File: src/rtl/hazard_stall_controller.sv
// rtl/hazard_stall_controller.sv - pipeline stall/flush sequencer for load-use, branch and mult/div hazards
// Outputs are combinational; only the mult/div FSM, its timeout counter and the stall counter are registered.
module hazard_stall_controller #(
   parameter int MD_TIMEOUT = 64,
   parameter int CNT_W      = 16
) (
   input  logic             clk,
   input  logic             rst_n,
   input  logic [4:0]       ID_rs,
   input  logic [4:0]       ID_rt,
   input  logic             ID_uses_rt,
   input  logic             ID_branch,
   input  logic             ID_branch_taken,
   input  logic             ID_jump,
   input  logic             EX_MemRead,
   input  logic             EX_RegWrite,
   input  logic [4:0]       EX_write_register,
   input  logic             MEM_MemRead,
   input  logic [4:0]       MEM_write_register,
   input  logic             EX_md_op,
   input  logic             md_done,
   output logic             PC_write,
   output logic             IF_ID_write,
   output logic             IF_ID_flush,
   output logic             ID_EX_write,
   output logic             ID_EX_flush,
   output logic             EX_MEM_flush,
   output logic             md_start,
   output logic             md_error,
   output logic [CNT_W-1:0] stall_count
);

   localparam logic [1:0] S_IDLE       = 2'd0;
   localparam logic [1:0] S_MD_BUSY    = 2'd1;
   localparam logic [1:0] S_MD_RELEASE = 2'd2;

   localparam int TW = (MD_TIMEOUT > 1) ? $clog2(MD_TIMEOUT) : 1;
   localparam logic [TW-1:0] TO_LAST = TW'(MD_TIMEOUT - 1);

   logic [1:0]       state_q, state_d;
   logic [TW-1:0]    to_cnt_q, to_cnt_d;
   logic             md_error_q, md_error_d;
   logic [CNT_W-1:0] stall_cnt_q, stall_cnt_d;

   logic ex_hit_rs, ex_hit_rt, mem_hit_rs, mem_hit_rt;
   logic load_use, br_hazard, freeze;

   // Register 0 is hardwired, so a zero destination never creates a dependency.
   assign ex_hit_rs  = (EX_write_register != 5'd0) && (EX_write_register == ID_rs);
   assign ex_hit_rt  = (EX_write_register != 5'd0) && (EX_write_register == ID_rt);
   assign mem_hit_rs = (MEM_write_register != 5'd0) && (MEM_write_register == ID_rs);
   assign mem_hit_rt = (MEM_write_register != 5'd0) && (MEM_write_register == ID_rt);

   assign load_use  = EX_MemRead && (ex_hit_rs || (ID_uses_rt && ex_hit_rt));
   assign br_hazard = ID_branch && ((EX_RegWrite && (ex_hit_rs || ex_hit_rt)) ||
                                    (MEM_MemRead && (mem_hit_rs || mem_hit_rt)));
   assign freeze    = ((state_q == S_IDLE) && EX_md_op) || (state_q == S_MD_BUSY);

   always_comb begin
      PC_write     = 1'b1;
      IF_ID_write  = 1'b1;
      ID_EX_write  = 1'b1;
      IF_ID_flush  = 1'b0;
      ID_EX_flush  = 1'b0;
      EX_MEM_flush = 1'b0;
      md_start     = 1'b0;
      if (!rst_n) begin
         PC_write    = 1'b0;
         IF_ID_write = 1'b0;
         ID_EX_write = 1'b0;
         IF_ID_flush = 1'b1;
         ID_EX_flush = 1'b1;
      end else if (freeze) begin
         PC_write     = 1'b0;
         IF_ID_write  = 1'b0;
         ID_EX_write  = 1'b0;
         EX_MEM_flush = 1'b1;
         md_start     = (state_q == S_IDLE);
      end else if (load_use || br_hazard) begin
         // A taken branch held here is deliberately not flushed; it resolves again once released.
         PC_write    = 1'b0;
         IF_ID_write = 1'b0;
         ID_EX_flush = 1'b1;
      end else if (ID_branch_taken || ID_jump) begin
         IF_ID_flush = 1'b1;
      end
   end

   always_comb begin
      state_d    = state_q;
      to_cnt_d   = to_cnt_q;
      md_error_d = md_error_q;
      case (state_q)
         S_IDLE: begin
            if (EX_md_op) begin
               state_d  = S_MD_BUSY;
               to_cnt_d = '0;
            end
         end
         S_MD_BUSY: begin
            if (md_done) begin
               state_d = S_MD_RELEASE;
            end else if (to_cnt_q == TO_LAST) begin
               state_d    = S_MD_RELEASE;
               md_error_d = 1'b1;
            end else begin
               to_cnt_d = to_cnt_q + 1'b1;
            end
         end
         S_MD_RELEASE: state_d = S_IDLE;
         default:      state_d = S_IDLE;
      endcase
   end

   always_comb begin
      stall_cnt_d = stall_cnt_q;
      if (!PC_write && (stall_cnt_q != {CNT_W{1'b1}})) begin
         stall_cnt_d = stall_cnt_q + 1'b1;
      end
   end

   always_ff @(posedge clk or negedge rst_n) begin
      if (!rst_n) begin
         state_q     <= S_IDLE;
         to_cnt_q    <= '0;
         md_error_q  <= 1'b0;
         stall_cnt_q <= '0;
      end else begin
         state_q     <= state_d;
         to_cnt_q    <= to_cnt_d;
         md_error_q  <= md_error_d;
         stall_cnt_q <= stall_cnt_d;
      end
   end

   assign md_error    = md_error_q;
   assign stall_count = stall_cnt_q;

endmodule

File: config.mk
export PLATFORM = sky130hd
export DESIGN_NAME = hazard_stall_controller
export DESIGN_NICKNAME = d
export VERILOG_FILES = /design/src/rtl/hazard_stall_controller.sv
export SDC_FILE = /design/constraint.sdc
export NUM_CORES = 1
export LEC_CHECK = 0
export CAP_MARGIN = 20
export CORE_MARGIN = 5
export CORE_UTILIZATION = 30
export CTS_CLUSTER_SIZE = 8
export DETAILED_ROUTE_END_ITERATION = 6
export PLACE_DENSITY = 0.57
export SETUP_SLACK_MARGIN = 0.2
export SLEW_MARGIN = 0
export SYNTH_ARGS = -nofsm -noshare
export SYNTH_HDL_FRONTEND = slang
export SYNTH_SLANG_ARGS = --single-unit
File: constraint.sdc
create_clock -name clk -period 3.3 [get_ports clk]
set_clock_uncertainty 0.1 [all_clocks]
set_input_delay 0.66 -clock clk [delete_from_list [all_inputs] [get_ports clk]]
set_output_delay 0.66 -clock clk [all_outputs]
set_load 0.01 [all_outputs]
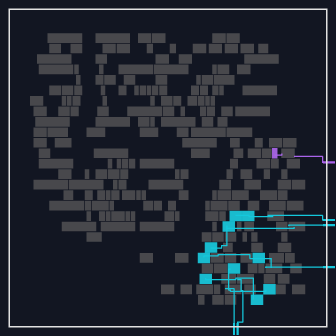
Run 1: port wiring
- purple: IF_ID_flush (bits 1; direction output; edge right; end cells 1; buffers 1; wire 11.3 um)
- cyan: ID_rt (bits 5; direction input; edge 3 right, 2 bottom; end cells 10; buffers 5; wire 160 um)

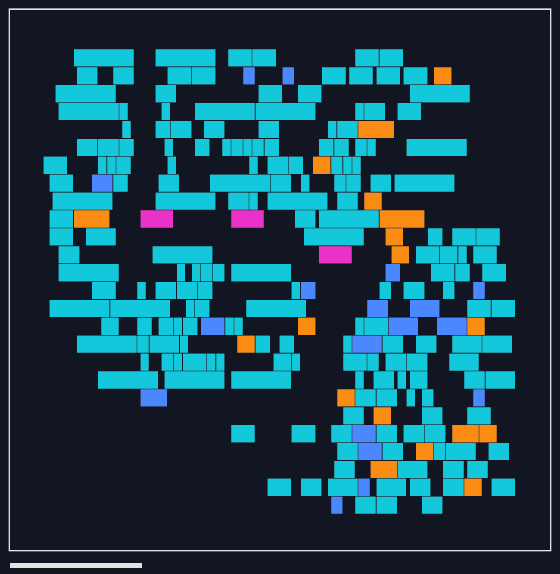
Run 1: cells by drive strength
The bar under the picture is 20 um long.
- orange: drive 3 to 4 (cells 18; share 7.9%; most used buf_4)
- cyan: drive 1 or less (cells 190; share 83%; most used xor2_1)
- blue: drive 2 (cells 18; share 7.9%; most used clkbuf_2)
- magenta: drive 6 and up (cells 3; share 1.3%; most used clkbuf_8)

==> results_slide.txt, run 1 <==
Key Metrics from the Run

Worst setup path
  – Delay of the slowest critical-path stage: between 0.4 and 0.5 ns
  – Number of buffers and inverters on the critical path: 3
  – Reg-to-reg critical path startpoint: stall_count[0]$_DFFE_PN0P_
  – Kind of cell adding the most delay to the critical path: simple AND/OR/NAND/NOR gates
  – Startpoint of the most critical setup path: EX_write_register[4]
  – Endpoint of the worst-slack reg-to-reg timing path: stall_count[15]$_DFFE_PN0P_
  – Crit-path slowest cell: or4_4
  – CP cell instances: dlygate4sd2_1 > or4_4 > o211ai_2 > o22ai_2 > buf_4 > nor3b_4 > buf_2
  – CP startpoint kind: primary input
  – Count of cells along the worst register-to-register path: 7
  – Capture point of the worst path: IF_ID_write
  – Critical path fanouts, max: 3
  – Worst setup EP type: output port
  – Total number of cells along the worst setup path: 7
  – Internal reg-to-reg setup slack: between 1 and 1.5 ns
  – Startpoint-to-endpoint class of the critical path: in -> out

STA
  – Worst hold margin: around 0.36 ns
  – Crit share post-route: between 90 and 100%
  – Maximum operating frequency: between 0.3 and 0.4 GHz
  – Final sum of negative setup slack: 0 ns
  – Min cycle time layout: between 2 and 3 ns
  – Total of endpoints with negative setup slack in the final report: 0
  – Minimum setup slack in the final design: 0.308 ns
  – Remaining max-slew budget at the tightest pin: approximately three quarters
  – Pins over their slew limit: 0
  – Slew of the pin with the lowest slew margin: 0.374 ns
  – Setup repair after global routing missed its margin: false
  – Count of endpoints failing hold in the final timing report: 0

Global route
  – Initial antenna violation count: 0
  – Global-route wire length before repair: approximately 6.3 mm
  – Met3 track utilization from global routing: just under 3%
  – Met2 track demand over resource: roughly a fifth
  – Total global-route track usage: around an eighth
  – Number of global-route vias before repair: 1404
  – Met1 Resource Use GR: between 10% and 20%
  – Gr ovfl total: 0
  – Most utilized layer in the global route result: met2

Finish
  – Most frequently placed logic cell in the final layout: xor2_1
  – Final standard cell area without fillers: 0.00231 sq mm
  – Non-clock buffer share of cell area: about a quarter
  – Area fraction of clock buffers and clock inverters: under 10%
  – Biggest Area Class: logic gates
  – Number of combinational gates with multiple inputs: about 130
  – FF+latch area: approximately 630 sq um
  – Layout fillers: about 500
  – Logic gate fraction of the total cell area: 40.4%
  – Highest-count cells in the layout ignoring fill and taps: xor2_1, clkdlybuf4s50_1, dfrtp_1, nor2_1, nand2_1
  – Combinational cell area excluding buffers and inverters: 932 sq um
  – Flip-flop count of the largest register, all copies and words added: 16
  – Number of non-filler instances in the completed layout: about 300
  – Utilization after layout: ~46%
  – Non-clk bufs: around 66
  – Proportion of layout cells with a drive suffix above 1: between 10% and 20%
  – Number of ordinary inverters in the final layout: 1
  – Layout Nets: 263

Clock tree
  – Hold-fix buffers, CTS: 0
  – CTS Root Buffer Type: clkbuf_8
  – Register clock-pin slew on the reported worst setup and hold paths: ~0.090 ns
  – Number of buffers on the longest clock path: 2
  – Buffers inserted by post-CTS timing repair: 2
  – Gates resized, CTS repair: 28
  – CTS H-tree depth: 1

Power
  – Share of power burned in registers: 41.6%
  – Power density cells: roughly 520 mW/mm^2
  – Reported combinational group power: 0.515 mW
  – Power in sequential cells: roughly 0.5 mW
  – Clk. pwr: 0.186 mW
  – Internal Dissipation: a little under 0.8 mW
  – Worst IR drop on VDD: roughly 0.00054 V
  – Part of the power in the clock network: roughly 16%
  – Switching part of the total power: 35.1%
  – Pwr top: combinational logic
  – Combinational Power Share: roughly 43%
  – Power after layout: ~1.2 mW

Worst hold path
  – Class of the worst hold path: reg -> reg
  – Worst Min Path Start: md_error$_DFFE_PN0P_
  – Hold endpoint: md_error$_DFFE_PN0P_
  – Instance count along the most critical hold path: 1

Yosys
  – Number of cells produced by synthesis: 162
  – Number of storage elements in the synthesis netlist: 25
  – Multiplexer area fraction after synthesis: 3.29%
  – Average footprint of a synthesized cell: slightly below 10 sq um
  – Total cell area reported by yosys after synthesis: about 0.0016 sq mm
  – Post-synthesis share of cell area spent on and-or and or-and gates: under 10%
  – Post-Synth Adder-Cell Area: 1.61%
  – Post-synthesis cell type with the largest combined area: dfrtp_1
  – Biggest combinational cell group after synthesis: simple AND/OR/NAND/NOR gates
  – Sequential-to-total area share from yosys stat: between 40% and 50%
  – Cell count in the Yosys report: 162
  – Net count after synthesis: a little under 200
  – Ys async rst share: 100%
  – Library cell with the highest instance count after synthesis: xor2_1
  – Top cell types by occurrence after synthesis: xor2_1, dfrtp_1, nor2_1
  – Top cells by area in the synthesized netlist: dfrtp_1, xor2_1, nor2_1
  – Number of enable flip-flop cells: 0
  – Count of warnings emitted by yosys: 0
  – Top-area cell type share of the netlist area: between 40% and 50%
  – Area fraction in xor and xnor cells: ~20%
  – Main synth FF type: dfrtp_1

Placement
  – RD Place Congestion: between 0.7 and 0.8
  – Placed instance count: approximately 290
  – Placed wire-length estimate after detailed placement: between 3 and 4 mm
  – Post-placement setup slack: -0.294 ns
  – IO Port Bufs: about 54

Run
  – Stage-log warning count: 26
  – Number of maximum-capacitance constraint violations: 0

Floorplanning
  – Die Ht: roughly 82 um
  – Die Area: 0.00674 sq mm
  – Std cell rows: 26
  – Die X-Extent: a little over 80 um
  – Floorplan-stage core utilization: a little under a third
  – Count of pins on the block boundary: about 55

Routing
  – Iter 0 DRT Violations: 29
  – Count of TritonRoute iterations in the first routing pass: 4
  – Routed metal-1 wire length: 1.86 mm
  – Met2 routed wirelength: 1.72 mm
  – Antenna violation net count after detailed routing: 0
  – Routed wirelength normalized by instance count: approximately 13 um
  – Routed via count: 1359
  – Total routed wirelength: about 3.8 mm
  – Wire length on met3: approximately 210 um
  – Post-route DRC: 0

Status
  – Status: finished clean
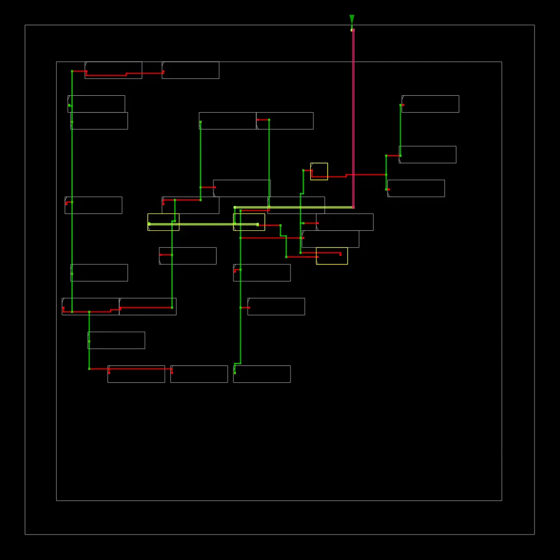
Run 1: the clock network
total number of clock tree sinks: 25
sequential cell count of the final layout: 25
Latency at later pin: 0.27 ns
cts bufs inserted: 3
clock buffer instance count of the final layout: 3

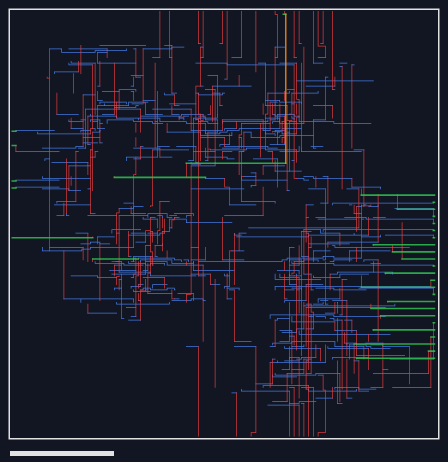
Run 1: wiring by layer
The bar under the picture is 20 um long.
- orange: met4 (wire length 28.6 um)
- red: met2 (wire length 1720 um)
- green: met3 (wire length 212 um)
- blue: met1 (wire length 1860 um)

--- run 2 (diff from run 1) ---
--- a/config.mk
+++ b/config.mk
@@ -8,9 +8,11 @@
 export CAP_MARGIN = 20
 export CORE_MARGIN = 5
 export CORE_UTILIZATION = 30
+export CTS_BUF_LIST = sky130_fd_sc_hd__clkbuf_4 sky130_fd_sc_hd__clkbuf_8
 export CTS_CLUSTER_SIZE = 8
 export DETAILED_ROUTE_END_ITERATION = 6
 export PLACE_DENSITY = 0.57
+export RECOVER_POWER = 50
 export SETUP_SLACK_MARGIN = 0.2
 export SLEW_MARGIN = 0
 export SYNTH_ARGS = -nofsm -noshare
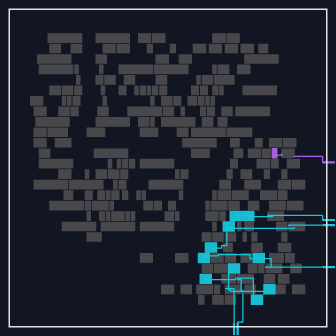
Run 2: port wiring
- cyan: ID_rt (bits 5; direction input; edge 3 right, 2 bottom; end cells 10; buffers 5; wire 160 um)
- purple: IF_ID_flush (bits 1; direction output; edge right; end cells 1; buffers 1; wire 11.3 um)

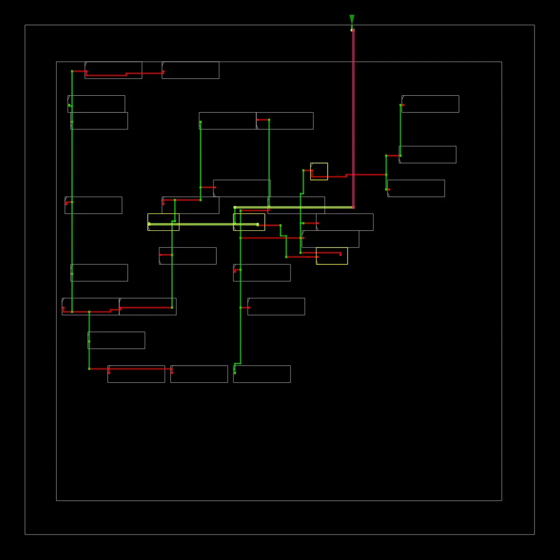
Run 2: the clock network
Clk. pwr: 0.187 mW

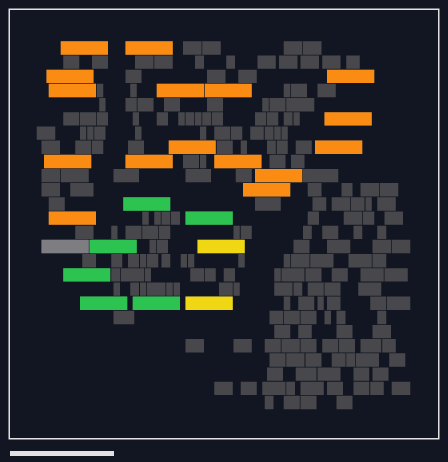
Run 2: sequential cells colored by netlist name
The bar under the picture is 20 um long. Other sequential cells in the stronger gray, the rest of the logic in the fainter gray.
- yellow: state_q (placed flops 2)
- green: to_cnt_q (placed flops 6; where left middle)
- orange: stall_count (placed flops 16)
- not colored: 1

==> results_slide.txt, run 2 <==
Key Metrics from the Run

Status
  – Status: finished clean

STA
  – Count of endpoints failing hold in the final timing report: 0 (unchanged)
  – Setup repair after global routing missed its margin: false
  – Remaining max-slew budget at the tightest pin: 43.1% (-32 points)
  – Min cycle time layout: 2.99 ns (+0.00000800 ns)
  – Crit share post-route: 90.7% (about the same)
  – Slew of the pin with the lowest slew margin: 0.853 ns (+0.479 ns)
  – Maximum operating frequency: 0.334 GHz (about the same)
  – Minimum setup slack in the final design: 0.308 ns (-0.00000800 ns)
  – Final sum of negative setup slack: 0 ns (unchanged)

Routing
  – Routed via count: 1367 (+0.59%)
  – Count of TritonRoute iterations in the first routing pass: 4 (unchanged)
  – Iter 0 DRT Violations: 36 (+24%)
  – Post-route DRC: 0 (unchanged)
  – Total routed wirelength: 3.82 mm (about the same)
  – Met2 routed wirelength: 1.72 mm (+0.12%)
  – Wire length on met3: 222 um (+4.7%)
  – Routed metal-1 wire length: 1.84 mm (-0.70%)
  – Routed wirelength normalized by instance count: 12.8 um (about the same)
  – Antenna violation net count after detailed routing: 0 (unchanged)

Power
  – Combinational Power Share: 42.2% (-0.7 points)
  – Power in sequential cells: 0.499 mW (about the same)
  – Power after layout: 1.19 mW (-1.3%)
  – Part of the power in the clock network: 15.7% (+0.2 points)
  – Pwr top: combinational logic
  – Worst IR drop on VDD: 0.000534 V (-0.28%)
  – Share of power burned in registers: 42.1% (+0.5 points)
  – Switching part of the total power: 35.3% (+0.22 points)
  – Internal Dissipation: 0.768 mW (-1.7%)
  – Power density cells: 516 mW/mm^2 (-0.94%)

Finish
  – Biggest Area Class: logic gates
  – Clock buffer instance count of the final layout: 3 (unchanged)
  – Flip-flop count of the largest register, all copies and words added: 16 (unchanged)
  – Layout Nets: 263 (unchanged)
  – Combinational cell area excluding buffers and inverters: 927 sq um (-0.54%)
  – Logic gate fraction of the total cell area: 40.3% (-0.064 points)
  – Sequential cell count of the final layout: 25 (unchanged)
  – Most frequently placed logic cell in the final layout: xor2_1
  – Non-clk bufs: 66 (unchanged)
  – Area fraction of clock buffers and clock inverters: 2.12% (+0.0080 points)
  – Final standard cell area without fillers: 0.00230 sq mm (-0.38%)
  – Proportion of layout cells with a drive suffix above 1: 16.2% (-0.87 points)
  – Non-clock buffer share of cell area: 26.4% (-0.062 points)
  – Utilization after layout: 45.3% (-0.17 points)
  – Number of ordinary inverters in the final layout: 1 (unchanged)
  – FF+latch area: 626 sq um (unchanged)
  – Number of combinational gates with multiple inputs: 133 (unchanged)

Worst hold path
  – Worst Min Path Start: md_error$_DFFE_PN0P_
  – Class of the worst hold path: reg -> reg
  – Instance count along the most critical hold path: 1 (unchanged)
  – Hold endpoint: md_error$_DFFE_PN0P_

Global route
  – Global-route wire length before repair: 6.31 mm (unchanged)
  – Total global-route track usage: 12.0% (unchanged)
  – Initial antenna violation count: 0 (unchanged)
  – Gr ovfl total: 0 (unchanged)
  – Most utilized layer in the global route result: met2
  – Met1 Resource Use GR: 16.2% (unchanged)
  – Met3 track utilization from global routing: 2.96% (unchanged)

Floorplanning
  – Die Area: 0.00674 sq mm (unchanged)
  – Floorplan-stage core utilization: 30.7% (unchanged)
  – Std cell rows: 26 (unchanged)
  – Count of pins on the block boundary: 55 (unchanged)
  – Die X-Extent: 82.1 um (unchanged)
  – Die Ht: 82.1 um (unchanged)

Yosys
  – Total cell area reported by yosys after synthesis: 0.00156 sq mm (unchanged)
  – Post-Synth Simple-Gate Area: a little over a quarter
  – Count of warnings emitted by yosys: 0 (unchanged)
  – Area fraction in xor and xnor cells: 20.2% (unchanged)
  – Post-synthesis share of cell area spent on and-or and or-and gates: 6.58% (unchanged)
  – Biggest combinational cell group after synthesis: simple AND/OR/NAND/NOR gates
  – Ys async rst share: 100% (unchanged)
  – Post-synthesis cell type with the largest combined area: dfrtp_1
  – Top-area cell type share of the netlist area: 40.1% (unchanged)
  – Main synth FF type: dfrtp_1
  – Multiplexer area fraction after synthesis: 3.29% (unchanged)
  – Number of storage elements in the synthesis netlist: 25 (unchanged)
  – Top cell types by occurrence after synthesis: xor2_1, dfrtp_1, nor2_1
  – Average footprint of a synthesized cell: 9.62 sq um (unchanged)
  – Post-Synth Adder-Cell Area: 1.61% (unchanged)
  – Number of cells produced by synthesis: 162 (unchanged)
  – Library cell with the highest instance count after synthesis: xor2_1
  – Net count after synthesis: 195 (unchanged)

Worst setup path
  – Delay of the slowest critical-path stage: 0.45 ns (about the same)
  – Kind of cell adding the most delay to the critical path: simple AND/OR/NAND/NOR gates
  – Worst setup EP type: output port
  – Reg-to-reg critical path startpoint: to_cnt_q[0]$_DFFE_PN0P_
  – Startpoint of the most critical setup path: EX_write_register[4]
  – Endpoint of the worst-slack reg-to-reg timing path: to_cnt_q[5]$_DFFE_PN0P_
  – Number of buffers and inverters on the critical path: 3 (unchanged)
  – Internal reg-to-reg setup slack: 0.97 ns (-0.08 ns)
  – Startpoint-to-endpoint class of the critical path: in -> out
  – CP cell instances: dlygate4sd2_1 > or4_4 > o211ai_2 > o22ai_2 > buf_4 > nor3b_4 > buf_2
  – Crit-path slowest cell: or4_4
  – CP startpoint kind: primary input
  – Capture point of the worst path: IF_ID_write
  – Total number of cells along the worst setup path: 7 (unchanged)

Clock tree
  – Hold-fix buffers, CTS: 0 (unchanged)
  – Register clock-pin slew on the reported worst setup and hold paths: 0.09 ns (about the same)
  – Number of buffers on the longest clock path: 2 (unchanged)
  – Buffers inserted by post-CTS timing repair: 2 (unchanged)
  – Total number of clock tree sinks: 25 (unchanged)
  – CTS H-tree depth: 1 (unchanged)
  – Cts bufs inserted: 3 (unchanged)
  – CTS Root Buffer Type: clkbuf_8

Run
  – Stage-log warning count: 26 (unchanged)
  – Number of maximum-capacitance constraint violations: 0 (unchanged)

Placement
  – Post-placement setup slack: -0.294 ns (unchanged)
  – Placed wire-length estimate after detailed placement: 3.04 mm (unchanged)
  – RD Place Congestion: 0.771 (unchanged)
  – Placed instance count: 293 (unchanged)
--- run 3 (diff from run 2) ---
--- a/config.mk
+++ b/config.mk
@@ -6,12 +6,14 @@
 export NUM_CORES = 1
 export LEC_CHECK = 0
 export CAP_MARGIN = 20
+export CELL_PAD_IN_SITES_DETAIL_PLACEMENT = 2
+export CELL_PAD_IN_SITES_GLOBAL_PLACEMENT = 2
 export CORE_MARGIN = 5
-export CORE_UTILIZATION = 30
+export CORE_UTILIZATION = 27
 export CTS_BUF_LIST = sky130_fd_sc_hd__clkbuf_4 sky130_fd_sc_hd__clkbuf_8
 export CTS_CLUSTER_SIZE = 8
 export DETAILED_ROUTE_END_ITERATION = 6
-export PLACE_DENSITY = 0.57
+export PLACE_DENSITY = 0.81
 export RECOVER_POWER = 50
 export SETUP_SLACK_MARGIN = 0.2
 export SLEW_MARGIN = 0
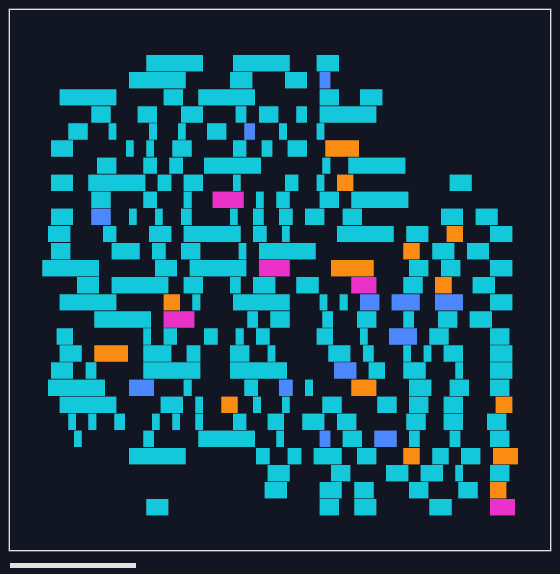
Run 3: cells by drive strength
The bar under the picture is 20 um long.
- magenta: drive 6 and up (cells 5; share 2.2%; most used clkbuf_8)
- blue: drive 2 (cells 12; share 5.3%; most used buf_2)
- orange: drive 3 to 4 (cells 14; share 6.1%; most used buf_4)
- cyan: drive 1 or less (cells 197; share 86%; most used xor2_1)

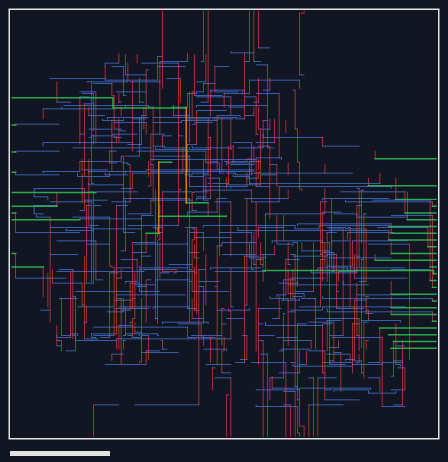
Run 3: wiring by layer
The bar under the picture is 20 um long.
total global-route track usage: 13.8%
total routed wirelength: 4.94 mm
routed wirelength normalized by instance count: 16.5 um
routed via count: 1419

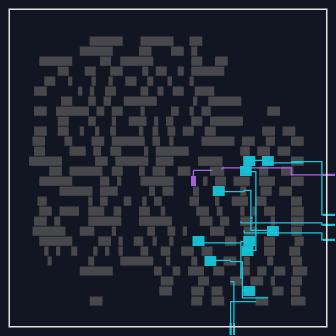
Run 3: port wiring
- cyan: ID_rt (bits 5; direction input; edge 3 right, 2 bottom; end cells 10; buffers 5; wire 217 um)
- purple: IF_ID_flush (bits 1; direction output; edge right; end cells 1; buffers 1; wire 37.2 um)

==> results_slide.txt, run 3 <==
Key Metrics from the Run

Finish
  – Flip-flop count of the largest register, all copies and words added: 16 (unchanged)
  – Area fraction of clock buffers and clock inverters: 2.13% (+0.014 points)
  – Clock buffer instance count of the final layout: 4 (+1)
  – Layout fillers: between 600 and 700
  – Non-clock buffer share of cell area: 26.2% (-0.26 points)
  – Non-clk bufs: 65 (-1.5%)
  – Layout Nets: 262 (-0.38%)
  – Sequential cell count of the final layout: 25 (unchanged)
  – Final standard cell area without fillers: 0.00229 sq mm (-0.65%)
  – Number of combinational gates with multiple inputs: 133 (unchanged)
  – Most frequently placed logic cell in the final layout: xor2_1
  – FF+latch area: 626 sq um (unchanged)
  – Number of ordinary inverters in the final layout: 1 (unchanged)
  – Flip-flop and latch share of the layout cell area: 27.4%
  – Combinational cell area excluding buffers and inverters: 920 sq um (-0.81%)
  – Number of non-filler instances in the completed layout: around 300
  – Logic gate fraction of the total cell area: 40.2% (-0.064 points)
  – Highest-count cells in the layout ignoring fill and taps: xor2_1, clkdlybuf4s50_1, dfrtp_1, nor2_1, nand2_1
  – Biggest Area Class: logic gates
  – Proportion of layout cells with a drive suffix above 1: 13.6% (-2.6 points)
  – Utilization after layout: 41.0% (-4.3 points)

Yosys
  – Average footprint of a synthesized cell: 9.62 sq um (unchanged)
  – Post-synthesis share of cell area spent on and-or and or-and gates: 6.58% (unchanged)
  – Ys async rst share: 100% (unchanged)
  – Count of warnings emitted by yosys: 0 (unchanged)
  – Top cells by area in the synthesized netlist: dfrtp_1, xor2_1, nor2_1
  – Post-synth design cell area: about 0.0016 sq mm
  – Main synth FF type: dfrtp_1
  – Library cell with the highest instance count after synthesis: xor2_1
  – Area fraction in xor and xnor cells: 20.2% (unchanged)
  – Sequential-to-total area share from yosys stat: 40.1%
  – Total cell area reported by yosys after synthesis: 0.00156 sq mm (unchanged)
  – Top-area cell type share of the netlist area: 40.1% (unchanged)
  – Post-Synth Adder-Cell Area: 1.61% (unchanged)
  – Multiplexer area fraction after synthesis: 3.29% (unchanged)
  – Number of cells produced by synthesis: 162 (unchanged)
  – Number of storage elements in the synthesis netlist: 25 (unchanged)
  – Number of enable flip-flop cells: 0
  – Cell variety after synth: 38
  – Post-synthesis cell type with the largest combined area: dfrtp_1
  – Net count after synthesis: 195 (unchanged)
  – Post-Synth Simple-Gate Area: 26.5% (unchanged)
  – Biggest combinational cell group after synthesis: simple AND/OR/NAND/NOR gates
  – Cell count in the Yosys report: 162
  – Top cell types by occurrence after synthesis: xor2_1, dfrtp_1, nor2_1

Global route
  – Initial antenna violation count: 0 (unchanged)
  – Number of global-route vias before repair: between 1500 and 2000
  – Most utilized layer in the global route result: met2
  – Global-route wire length before repair: 8.10 mm (+28%)
  – Gr ovfl total: 0 (unchanged)
  – Met3 track utilization from global routing: 3.17% (+0.21 points)
  – Met1 Resource Use GR: 17.3% (+1.1 points)
  – Met2 track demand over resource: ~24%
  – Maximum number of pins on one net before global-route repair: 24

Run
  – Stage-log warning count: 27 (+3.8%)
  – Number of maximum-capacitance constraint violations: 0 (unchanged)

Worst setup path
  – Startpoint-to-endpoint class of the critical path: in -> out
  – Critical path fanouts, max: 2
  – Kind of cell adding the most delay to the critical path: buffers and inverters
  – Worst EP required: 2.54 ns
  – Reg-to-reg critical path startpoint: to_cnt_q[0]$_DFFE_PN0P_
  – Capture point of the worst path: ID_EX_flush
  – WP data arrival: about 2.3 ns
  – Total number of cells along the worst setup path: 8 (+1)
  – Worst setup EP type: output port
  – Delay of the slowest critical-path stage: 0.46 ns (about the same)
  – CP cell instances: clkdlybuf4s50_1 > xor2_1 > nor3_2 > a22oi_1 > o22ai_2 > nor2_1 > o21ai_0 > buf_2
  – Endpoint of the worst-slack reg-to-reg timing path: to_cnt_q[5]$_DFFE_PN0P_
  – CP startpoint kind: primary input
  – Number of buffers and inverters on the critical path: 2 (-1)
  – Count of cells along the worst register-to-register path: 7
  – Startpoint of the most critical setup path: ID_rs[3]
  – Internal reg-to-reg setup slack: 0.81 ns (-0.16 ns)
  – Crit-path slowest cell: clkdlybuf4s50_1

Floorplanning
  – Die Area: 0.00739 sq mm (+9.7%)
  – Count of pins on the block boundary: 55 (unchanged)
  – Std cell rows: 27 (+3.8%)
  – Floorplan-stage core utilization: 28.0% (-2.8 points)
  – Die X-Extent: 86.0 um (+4.8%)
  – Die Ht: 86.0 um (+4.8%)

Clock tree
  – Hold-fix buffers, CTS: 0 (unchanged)
  – Gates resized, CTS repair: 32
  – Register clock-pin slew on the reported worst setup and hold paths: 0.08 ns (about the same)
  – Buffers inserted by post-CTS timing repair: 0 (-2)
  – CTS Root Buffer Type: clkbuf_8
  – Clock tree from TritonCTS: built
  – Cts bufs inserted: 3 (unchanged)
  – Total number of clock tree sinks: 25 (unchanged)
  – Number of buffers on the longest clock path: 2 (unchanged)
  – CTS H-tree depth: 1 (unchanged)
  – Latency at later pin: roughly 0.27 ns

Power
  – Switching part of the total power: 36.2% (+0.90 points)
  – Part of the power in the clock network: 15.6% (about the same)
  – Power density cells: 537 mW/mm^2 (+4.1%)
  – Worst IR drop on VDD: 0.000290 V (-46%)
  – Power after layout: 1.23 mW (+3.5%)
  – Power in sequential cells: 0.508 mW (+2%)
  – Net switching power figure: 0.444 mW
  – Static leakage power: 1.01 nW
  – Combinational Power Share: 43.0% (+0.8 points)
  – Internal Dissipation: 0.784 mW (+2.0%)
  – Pwr top: combinational logic
  – Clk. pwr: 0.192 mW (+3%)
  – Share of power burned in registers: 41.4% (-0.7 points)

STA
  – Slew of the pin with the lowest slew margin: 1.29 ns (+0.438 ns)
  – Min cycle time layout: 3.04 ns (+0.0483 ns)
  – Count of endpoints failing hold in the final timing report: 0 (unchanged)
  – Remaining max-slew budget at the tightest pin: 13.9% (-29 points)
  – Total of endpoints with negative setup slack in the final report: 0
  – Worst hold margin: between 0.3 and 0.4 ns
  – Setup repair after global routing missed its margin: true
  – Crit share post-route: 92.1% (+1.5 points)
  – Maximum operating frequency: 0.329 GHz (-1.6%)
  – Minimum setup slack in the final design: 0.260 ns (-0.0483 ns)
  – Final sum of negative setup slack: 0 ns (unchanged)

Routing
  – Wire length on met3: 311 um (+40%)
  – Routed metal-1 wire length: 2.25 mm (+22%)
  – Highest routing layer actually used: met4
  – Iter 0 DRT Violations: 29 (-19%)
  – Met2 routed wirelength: 2.35 mm (+36%)
  – Post-route DRC: 0 (unchanged)
  – Antenna violation net count after detailed routing: 0 (unchanged)
  – Count of TritonRoute iterations in the first routing pass: 4 (unchanged)

Placement
  – RD Place Congestion: 0.761 (-1.3%)
  – Placed wire-length estimate after detailed placement: 3.97 mm (+31%)
  – Post-placement setup slack: -0.326 ns (-0.0317 ns)
  – Cell area after placement: around 0.0022 sq mm
  – Placed instance count: 296 (+1.0%)

Worst hold path
  – Class of the worst hold path: reg -> reg
  – Instance count along the most critical hold path: 1 (unchanged)
  – Hold endpoint: md_error$_DFFE_PN0P_
  – Worst Min Path Start: md_error$_DFFE_PN0P_

Status
  – Status: finished clean
Power and IR drop assume default switching activity.
